==> src/rtl/mem_port_arbiter.sv <==
// Shared RAM port arbiter: I-cache refills vs D-cache refills/write-throughs.
// Optional ARB_ROUND_ROBIN_EN: alternate grants under contention.
module mem_port_arbiter #(
    parameter int RAM_LATENCY = 4,
    parameter int ADDR_W      = 32
) (
    input  logic              clk,
    input  logic              rstn,
    input  logic              iic_req,
    input  logic [ADDR_W-1:0] iic_addr,
    input  logic              idc_rd_req,
    input  logic              idc_wr_req,
    input  logic [ADDR_W-1:0] idc_addr,
    input  logic [31:0]       idc_wdata,
    output logic              oic_done,
    output logic              odc_done,
    output logic [127:0]      oline,
    output logic              obusy,
    output logic [ADDR_W-1:0] oram_addr,
    output logic [31:0]       oram_wdata,
    output logic              oram_re,
    output logic              oram_we,
    input  logic [127:0]      iram_rdata
);

    localparam int CW = $clog2(RAM_LATENCY) + 1;
    localparam logic [CW-1:0] CNT_LOAD = CW'(RAM_LATENCY - 1);

    localparam logic [1:0] IDLE  = 2'd0;
    localparam logic [1:0] READ  = 2'd1;
    localparam logic [1:0] WRITE = 2'd2;
    localparam logic [1:0] DONE  = 2'd3;

    logic [1:0]    state;
    logic [CW-1:0] cnt;
    logic          owner_dc;
    logic          dc_any;
    logic          grant_dc;

    assign dc_any = idc_rd_req | idc_wr_req;

`ifdef ARB_ROUND_ROBIN_EN
    logic last_dc;

    // Under contention the side not granted last time wins.
    always_comb begin
        grant_dc = dc_any && (!iic_req || !last_dc);
    end

    // Remember who won the most recent grant.
    always_ff @(posedge clk or negedge rstn) begin
        if (!rstn) begin
            last_dc <= 1'b0;
        end else if (state == IDLE && (iic_req || dc_any)) begin
            last_dc <= grant_dc;
        end
    end
`else
    // The MEM stage is older than IF, so the D-cache always wins.
    always_comb begin
        grant_dc = dc_any;
    end
`endif

    // Transfer sequencer: grant, hold the strobe RAM_LATENCY cycles, pulse done.
    always_ff @(posedge clk or negedge rstn) begin
        if (!rstn) begin
            state      <= IDLE;
            cnt        <= '0;
            owner_dc   <= 1'b0;
            oic_done   <= 1'b0;
            odc_done   <= 1'b0;
            oline      <= '0;
            obusy      <= 1'b0;
            oram_addr  <= '0;
            oram_wdata <= '0;
            oram_re    <= 1'b0;
            oram_we    <= 1'b0;
        end else begin
            oic_done <= 1'b0;
            odc_done <= 1'b0;
            unique case (state)
                IDLE: begin
                    if (iic_req || dc_any) begin
                        owner_dc   <= grant_dc;
                        cnt        <= CNT_LOAD;
                        obusy      <= 1'b1;
                        oram_wdata <= idc_wdata;
                        if (grant_dc && idc_wr_req) begin
                            state     <= WRITE;
                            oram_we   <= 1'b1;
                            oram_addr <= idc_addr;
                        end else if (grant_dc) begin
                            state     <= READ;
                            oram_re   <= 1'b1;
                            oram_addr <= {idc_addr[ADDR_W-1:4], 4'b0};
                        end else begin
                            state     <= READ;
                            oram_re   <= 1'b1;
                            oram_addr <= {iic_addr[ADDR_W-1:4], 4'b0};
                        end
                    end
                end
                READ, WRITE: begin
                    if (cnt == '0) begin
                        state   <= DONE;
                        oram_re <= 1'b0;
                        oram_we <= 1'b0;
                        if (state == READ) begin
                            oline <= iram_rdata;
                        end
                        if (owner_dc) begin
                            odc_done <= 1'b1;
                        end else begin
                            oic_done <= 1'b1;
                        end
                    end else begin
                        cnt <= cnt - CW'(1);
                    end
                end
                DONE: begin
                    state <= IDLE;
                    obusy <= 1'b0;
                end
                default: begin
                    state <= IDLE;
                end
            endcase
        end
    end

endmodule

==> config.mk <==
export PLATFORM = sky130hd
export DESIGN_NAME = mem_port_arbiter
export DESIGN_NICKNAME = d
export VERILOG_FILES = /design/src/rtl/mem_port_arbiter.sv
export SDC_FILE = /design/constraint.sdc
export NUM_CORES = 1
export LEC_CHECK = 0
export CAP_MARGIN = 15
export CORE_AREA = 3 3 164 166
export DETAILED_ROUTE_END_ITERATION = 10
export DIE_AREA = 0 0 167 169
export GPL_TIMING_DRIVEN = 0
export HOLD_SLACK_MARGIN = 0.03
export PLACE_DENSITY = 0.68
export SYNTH_ARGS = -nofsm -noshare
export SYNTH_HDL_FRONTEND = slang
export SYNTH_SLANG_ARGS = --single-unit
==> constraint.sdc <==
create_clock -name clk -period 2.34 [get_ports clk]
set_input_delay 0.468 -clock clk [delete_from_list [all_inputs] [get_ports clk]]
set_output_delay 0.468 -clock clk [all_outputs]
set_load 0.1 [all_outputs]
Run 1, floorplan with the power grid:
Bar = 50 um. Pins as bars on the die edge.
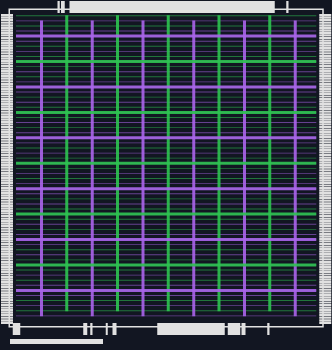
- VDD: green
- VSS: purple
- met5 straps: 11
- met1 rails: 60
- met4 straps: 11
- signal pins: 426

Run 1, cell classes on the final placement:
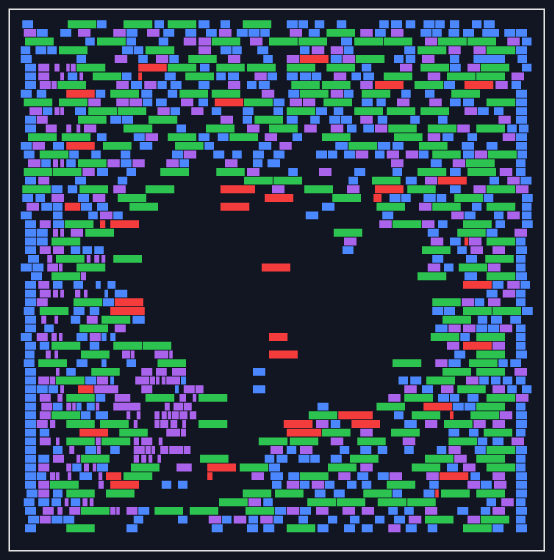
- clock drivers and dummy loads: red (cells 39; share of their area 6.3%)
- remaining buffers and delay cells: blue (cells 453; share of their area 33%)
- remaining logic cells: purple (cells 301; share of their area 21%)
- sequential cells: green (cells 203; share of their area 39%)

==> results.json, run 1 <==
{
  "synth.cellmix.simpleShare": 0.0305,
  "synth.logic.top_family": "multiplexers",
  "grt_pass1_wl_um": 37800,
  "dpl.hpwl_um": 19200,
  "grt_max_degree": 117,
  "drt_wl_total_um": 24800,
  "yosysUniqueCellTypes": 31,
  "crit_cells": 1,
  "crit_arrival_ns": 1.78,
  "cp-end-kind": "output port",
  "ys_warn_count": 0,
  "final_period_minus_worst_setup_slack_ns": 2.25,
  "r2r-end": "cnt[0]$_DFFE_PN0P_",
  "synth_top_area_share": 0.626,
  "rrSetupSlack_ns": 0.52,
  "fp.dieH_um": 169,
  "tightestPinTransition_ns": 1.08,
  "critPathLaunch": "oline[106]$_DFFE_PN0P_",
  "fin_crit_sh": 0.961,
  "slew_violations": 0,
  "hold_violations": 0,
  "status": "finished, final reports clean",
  "io_buffer_count": 421,
  "cts_tree": "done",
  "gr-usage-met2": 0.305,
  "fmax_mhz": 445,
  "crit_end": "oline[106]",
  "cts_htree_levels": 1,
  "crit_fanout": 2,
  "avgRoutedWirePerCell_um": 18.7,
  "finClkSkew_ns": 0.0154,
  "cp_slowest_stage_delay_ns": 0.93,
  "worstPathCellList": "dlygate4sd2_1",
  "chip_area_um2": 28200,
  "crit_buf_inv": 1,
  "dr.first_iter.drc_count": 238,
  "design.core.area_um2": 25800,
  "grt_setup_unrepaired": "false"
}
Run 1, routed clock nets over the placement:
Bar = 50 um.
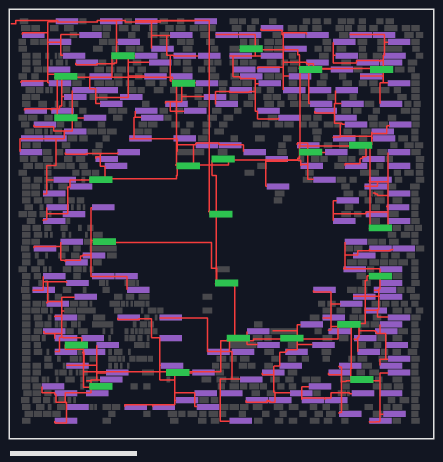
- flip-flops: purple (count 203)
- clock wires: red (length 2770 um)
- clock-net drivers: green (count 24)
- routed clock nets: 25
- flops lie: all over the die
Insertion Delay late pin: 0.51 ns

Run 1, metal layers overlaid:
Bar = 50 um.
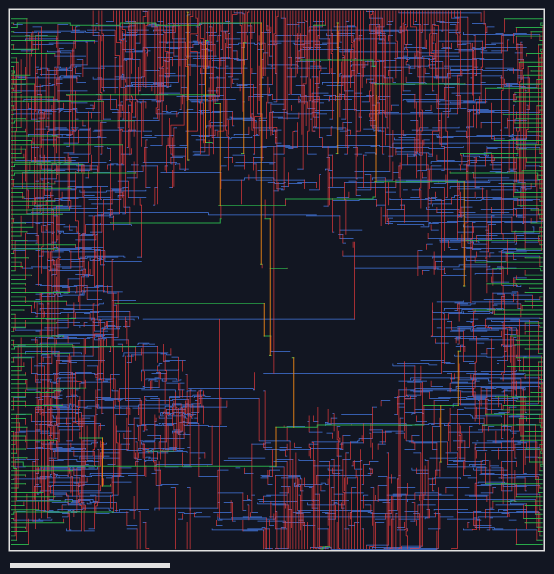
- M1: blue (wire length 9420 um)
- M2: red (wire length 12600 um)
- M3: green (wire length 2350 um)
- M4: orange (wire length 461 um)

==> run 1: cell type report <==
cell class                 count  area [um2]  share of cell area
timing repair buffer         423        4010               0.300
inverter                       7        26.3             0.00197
sequential                   203        5080               0.380
tap                          335         419              0.0314
clock buffer                  31         657              0.0492
buffer                        30         270              0.0202
multi-input combinational    294        2740               0.205
clock inverter                 8         154              0.0115
==> run 1: worst min-delay path by stage <==
stage,endpoint,slack [ns],startpoint,cells past startpoint
6_report,oic_done$_DFF_PN0_,0.47,owner_dc$_DFFE_PN0P_,1
5_1_grt,oram_addr[5]$_DFFE_PN0P_,0.50,oram_addr[5]$_DFFE_PN0P_,2
4_1_cts,oram_addr[5]$_DFFE_PN0P_,0.48,oram_addr[5]$_DFFE_PN0P_,2
3_5_place_dp,oram_addr[5]$_DFFE_PN0P_,0.47,oram_addr[5]$_DFFE_PN0P_,2
3_3_place_gp,oram_addr[25]$_DFFE_PN0P_,0.46,oram_addr[25]$_DFFE_PN0P_,2
2_1_floorplan,cnt[0]$_DFFE_PN0P_,0.17,rstn,0
==> run 1: cells by family after synthesis <==
| family | after synthesis |
|---|---|
| buffers and inverters | 37 |
| adder cells (fa/ha/maj) | 6 |
| AND/OR/NAND/NOR | 48 |
| multiplexers | 192 |
| flip-flops | 203 |
| AND-OR/OR-AND | 48 |
==> run 1: sequential cells by signal, indices dropped and copies added, names as in the netlist <==
signal and count:
oram_wdata 32, state 2, odc_done 1, cnt 3, oic_done 1, owner_dc 1, oline 128, oram_re 1
oram_we 1, oram_addr 32, obusy 1
==> run 1: synthesized netlist by cell type, types with 2 or more instances <==
cell type,count
a211oi_1,3
a21oi_1,2
a32o_1,4
buf_2,6
buf_4,2
buf_6,19
clkbuf_1,3
dfrtp_1,203
ha_1,6
inv_1,7
mux2_2,160
mux2i_1,32
nand2_1,32
nor2_1,4
nor2b_1,2
o21ai_0,34
==> run 1: stage by stage <==
step | instances | instance area [um2]
final | 1331 | 13400
after global placement | 1290 | 12700
after CTS | 1331 | 13400
after detailed placement | 1291 | 12800
after floorplan | 534 | 8120
after global routing | 1331 | 13400
==> run 1: per-layer routing <==
layer | part of all wire | up-vias
li1 | - | 2779
met5 | 0 | -
met1 | 0.38 | 2928
met2 | 0.51 | 292
met4 | 0.019 | 0
met3 | 0.095 | 32
==> run 1: timing repair <==
item / CTS / global route
setup buffers: 0 / 0
resized: 199 / 0
endpoints found under the hold margin: 87 / 0
endpoints found under the setup margin: 197 / 0
hold buffers: 1 / 0
==> run 1: cell usage in the layout (no fill, tap or decap), drive strengths merged, types with 6 or more instances in the layout <==
| master | count |
|---|---|
| mux2i | 32 |
| clkdlybuf4s50 | 223 |
| o21ai | 35 |
| mux2 | 160 |
| ha | 6 |
| dlygate4sd2 | 196 |
| inv | 7 |
| nand2 | 32 |
| dfrtp | 203 |
| clkbuf | 34 |
| buf | 29 |
Run 1, clock nets:
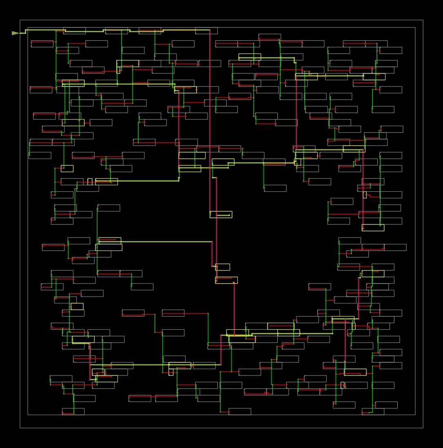

==> inputs of run 2 (changes only) <==
Settings changed: GPL_ROUTABILITY_DRIVEN set to 0, SLEW_MARGIN set to 10.
Run 2, clock nets:
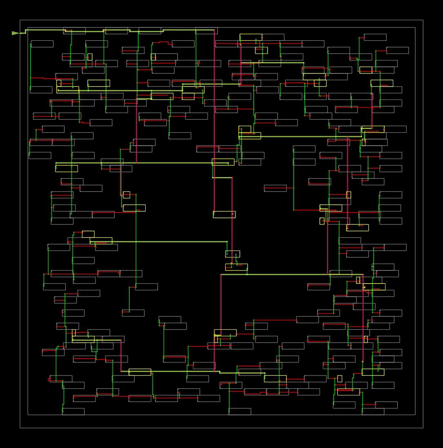
clkbuf count: 35
Setup Skew: 0.0130 ns

==> results.json, run 2 <==
{
  "fin_nets": 1219,
  "ys_warn_count": 0,
  "status": "finished, final reports clean",
  "design.core.area_um2": 25800,
  "hold_violations": 0,
  "area_growth_pct": 64.3,
  "syn_area_um2": 8120,
  "largest_area_cell": "dfrtp_1",
  "avgSynthCellArea_um2": 15.2,
  "dr.first_iter.drc_count": 316,
  "grt_max_degree": 100,
  "worstPathCellList": "dlygate4sd2_1",
  "grt_pass1_wl_um": 38200,
  "dpl.hpwl_um": 19300,
  "setup_viol": 0,
  "yosys_cells": 534,
  "fmax_mhz": 444,
  "topCellsByArea": "dfrtp_1 (63%), mux2_2 (22%), mux2i_1 (3.9%)",
  "yosysUniqueCellTypes": 31,
  "synth_top_cell_by_count": "dfrtp_1",
  "fin_area_um2": 13300,
  "first_global_vias": 6497,
  "final_period_minus_worst_setup_slack_ns": 2.25,
  "ys_chip_area_um2": 8120,
  "largest_register": "oline",
  "gr-total-overflow": 0,
  "fp_nets": 769,
  "avgRoutedWirePerCell_um": 18.7,
  "crit_arrival_ns": 1.79,
  "dr.pass1.iters": 4,
  "cts_buffer_depth": 3,
  "tightestPinTransition_ns": 1.07,
  "worstPathRequired_ns": 1.87,
  "setup_ws_ns": 0.0864,
  "cts_htree_levels": 1,
  "fill_cells": 2348,
  "register_area_um2": 5080,
  "io_buffer_count": 421,
  "grt_setup_unrepaired": "false",
  "drv_cap": 0,
  "lay_top_cells": "clkdlybuf4s50_1 (223), dfrtp_1 (203), dlygate4sd2_1 (196)",
  "layout-drive-gt1-share": 0.235,
  "grt_use_total": 0.172,
  "rrSetupSlack_ns": 0.48,
  "warning_count": 34,
  "initCoreUtil": 0.315,
  "cp-end-kind": "output port",
  "synth_top_area_share": 0.626,
  "cp_slowest_stage_delay_ns": 0.92,
  "crit_buf_inv": 1,
  "top_regs": "oline (128), oram_addr (32), oram_wdata (32)",
  "logic_area_um2": 2740,
  "hold_slack_ns": 0.374,
  "ant_nets": 0,
  "post-route-drc-count": 0,
  "slew_violations": 0,
  "lay_top_count": "clkdlybuf4s50_1",
  "cp_top_family": "buffers and inverters",
  "place_ws_ns": 0.00963,
  "clk-insertion-delay-late_ns": 0.52,
  "chip_area_um2": 28200,
  "fin_crit_sh": 0.963,
  "largest_reg_flops": 128,
  "antenna_found_initial": 0,
  "top_cells_by_count": "dfrtp_1 (203), mux2_2 (160), o21ai_0 (34), mux2i_1 (32), nand2_1 (32)",
  "drt_wl_total_um": 25000,
  "cts_tree": "done",
  "ys_seq_frac": 0.626,
  "vias": 6027,
  "fp.dieH_um": 169,
  "ctsRootBufferMaster": "clkbuf_16",
  "place_area_um2": 12800,
  "critPathKind": "reg -> out",
  "crit_fanout": 2
}
## run 2: cell types whose count changed in the layout (fill, tap and decap cells not counted), sizes merged
| cell | change |
|---|---|
| buf | +1 |
| clkbuf | +4 |
| bufinv | -4 |
| clkinv | +4 |
## run 2: layout make-up
class / instances / share of cell area
buffer: 30 / 0.0203
clock buffer: 35 / 0.0527
clock inverter: 8 / 0.00404
inverter: 7 / 0.00197
tap: 335 / 0.0314
sequential: 203 / 0.381
timing repair buffer: 424 / 0.303
multi-input combinational: 294 / 0.206
## run 2: through the flow
step / std cells / utilization / setup TNS [ns]
6_report: 1336 / 0.517 / 0
2_1_floorplan: 534 / - / 0
3_5_place_dp: 1292 / 0.497 / 0
5_1_grt: 1336 / 0.517 / 0
4_1_cts: 1336 / 0.517 / 0
3_3_place_gp: 1290 / 0.495 / -1656.79
## run 2: per-layer routing
metal	share of wire	up-vias	GRT usage
met1	0.38	2899	0.199
met2	0.50	293	0.305
met3	0.092	41	0.0570
met4	0.023	0	0.0473
met5	0	-	0
li1	-	2794	-
## run 2: logic make-up after synthesis
logic type / Yosys count / share of synthesized area
compound gates: 48 / 0.0364
flops: 203 / 0.626
mux: 192 / 0.261
fa+ha+maj: 6 / 0.00925
simple gates: 48 / 0.0305
buf+inv: 37 / 0.0365
## run 2: final timing paths
check                           depth (start not counted)              startpoint               endpoint
worst max-delay path                                    1  oline[106]$_DFFE_PN0P_             oline[106]
worst min-delay path                                    2                    rstn  oline[92]$_DFFE_PN0P_
worst max register to register                          6    state[0]$_DFFE_PN0P_     cnt[0]$_DFFE_PN0P_
worst min register to register                          1    owner_dc$_DFFE_PN0P_     oic_done$_DFF_PN0_
max in group asynchronous                               3                    rstn   state[1]$_DFFE_PN0P_
min in group clk                                        1    owner_dc$_DFFE_PN0P_     oic_done$_DFF_PN0_
## run 2: repair_timing
item,CTS,global route
buffers inserted,0,0
hold endpoints to repair,18,0
setup endpoints to repair,197,0
hold buffers,1,0
gates resized,199,0
Run 2, routed clock nets over the placement:
Bar = 50 um.
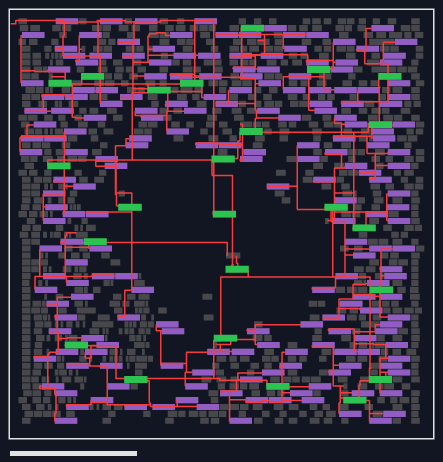

==> inputs of run 3 (changes only) <==
Settings changed: CORE_AREA 3 3 164 166 to 3 3 163 165, CTS_BUF_LIST set to sky130_fd_sc_hd__clkbuf_8, DIE_AREA 0 0 167 169 to 0 0 166 168, PLACE_DENSITY 0.68 to 0.69.
Clock period 2.34 ns to 2.54 ns, I/O delays scaled along.
Run 3, routed clock nets over the placement:
Bar = 50 um.
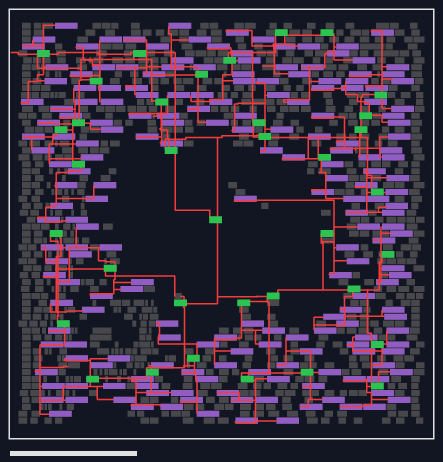
- clock-net drivers: green (count 36)
- flip-flops: purple (count 203)
- clock wires: red (length 2930 um)
- routed clock nets: 37
- flops lie: all over the die
Insertion Delay late pin: 0.50 ns
Setup Skew: 0.0107 ns

==> results.json, run 3 <==
{
  "dpl.hpwl_um": 19100,
  "largest_reg_flops": 128,
  "cp_slowest_stage_delay_ns": 1.15,
  "rrSetupSlack_ns": 0.68,
  "grt_use_total": 0.173,
  "cp_top_family": "buffers and inverters",
  "antenna_found_initial": 0,
  "drt_wl_total_um": 24700,
  "status": "finished, final reports clean",
  "xor_share": 0,
  "yosys_cells": 534,
  "top_regs": "oline (128), oram_addr (32), oram_wdata (32)",
  "fmax_mhz": 401,
  "worstPathCellList": "clkdlybuf4s50_1",
  "place_ws_ns": 0.154,
  "critPathKind": "reg -> out",
  "avgRoutedWirePerCell_um": 18.3,
  "cts_buffer_depth": 3,
  "largest_register": "oline",
  "ant_nets": 0,
  "cts_tree": "done",
  "lay_top_cells": "clkdlybuf4s50_1 (233), dfrtp_1 (203), mux2_2 (160)",
  "fin_area_um2": 13500,
  "synthMuxAreaShare": 0.261,
  "ys_sh_aoi": 0.0364,
  "area_growth_pct": 66.3,
  "place_area_um2": 12800,
  "lay_top_count": "clkdlybuf4s50_1",
  "ys_seq_frac": 0.626,
  "design.core.area_um2": 25200,
  "post-route-drc-count": 0,
  "grt_pass1_wl_um": 38200,
  "gr-total-overflow": 0,
  "crit_arrival_ns": 1.98,
  "crit_buf_inv": 1,
  "crit_fanout": 2,
  "fp_nets": 769,
  "r2r-end": "oline[113]$_DFFE_PN0P_",
  "io_buffer_count": 421,
  "fin_crit_sh": 0.981,
  "warning_count": 34,
  "avgSynthCellArea_um2": 15.2
}
-- run 3: how the worst max path moves through the flow --
stage / startpoint / to / slack, ns
final: oline[108]$_DFFE_PN0P_ / oline[108] / 0.05
after global routing: oline[12]$_DFFE_PN0P_ / oline[12] / 0.00008
after CTS: oline[22]$_DFFE_PN0P_ / oline[22] / 0.0004
after detailed placement: idc_rd_req / oram_wdata[30]$_DFFE_PN0P_ / 0.15
after global placement: rstn / oram_addr[23]$_DFFE_PN0P_ / -7.94
after floorplan: cnt[0]$_DFFE_PN0P_ / oline[0]$_DFFE_PN0P_ / 0.94
-- run 3: cell families (layout without fill, tap and decap cells) --
| kind of cell | Yosys count | after routing |
|---|---|---|
| AOI/OAI and AO/OA | 48 | 48 |
| adders and majority gates | 6 | 6 |
| buffers and inverters | 37 | 521 |
| DFF | 203 | 203 |
| muxes | 192 | 192 |
| and+or+nand+nor | 48 | 48 |
-- run 3: layer usage --
layer  vias up  track usage  share of wire  wire length, um
li1       2821            -              -                -
met1      2911        0.191           0.37             9120
met2       304        0.311           0.51            12700
met3        42       0.0657          0.095             2340
met4         0       0.0495          0.023              566
met5         -            0              0                0
-- run 3: metrics by stage --
stage | cells | hold slack, ns
finish | 1348 | 0.455
global placement | 1285 | 0.450
CTS | 1348 | 0.414
detailed placement | 1287 | 0.391
global route | 1348 | 0.451
floorplan | 534 | 0.212
-- run 3: what timing repair did --
action / 4_1_cts / 5_1_grt
hold endpoints to repair: 28 / 0
pin swaps: 0 / 0
setup endpoints to repair: 126 / 61
gates resized: 126 / 61
setup buffers: 0 / 0
hold buffers: 1 / 0
-- run 3: cell type report --
cell class | count | area (um2)
Multi-Input combinational cell | 294 | 2740
Inverter | 7 | 26.3
Fill cell | 2240 | 11700
Clock buffer | 46 | 633
Sequential cell | 203 | 5080
Timing Repair Buffer | 424 | 4280
Tap cell | 330 | 413
Clock inverter | 14 | 57.6
Buffer | 30 | 270
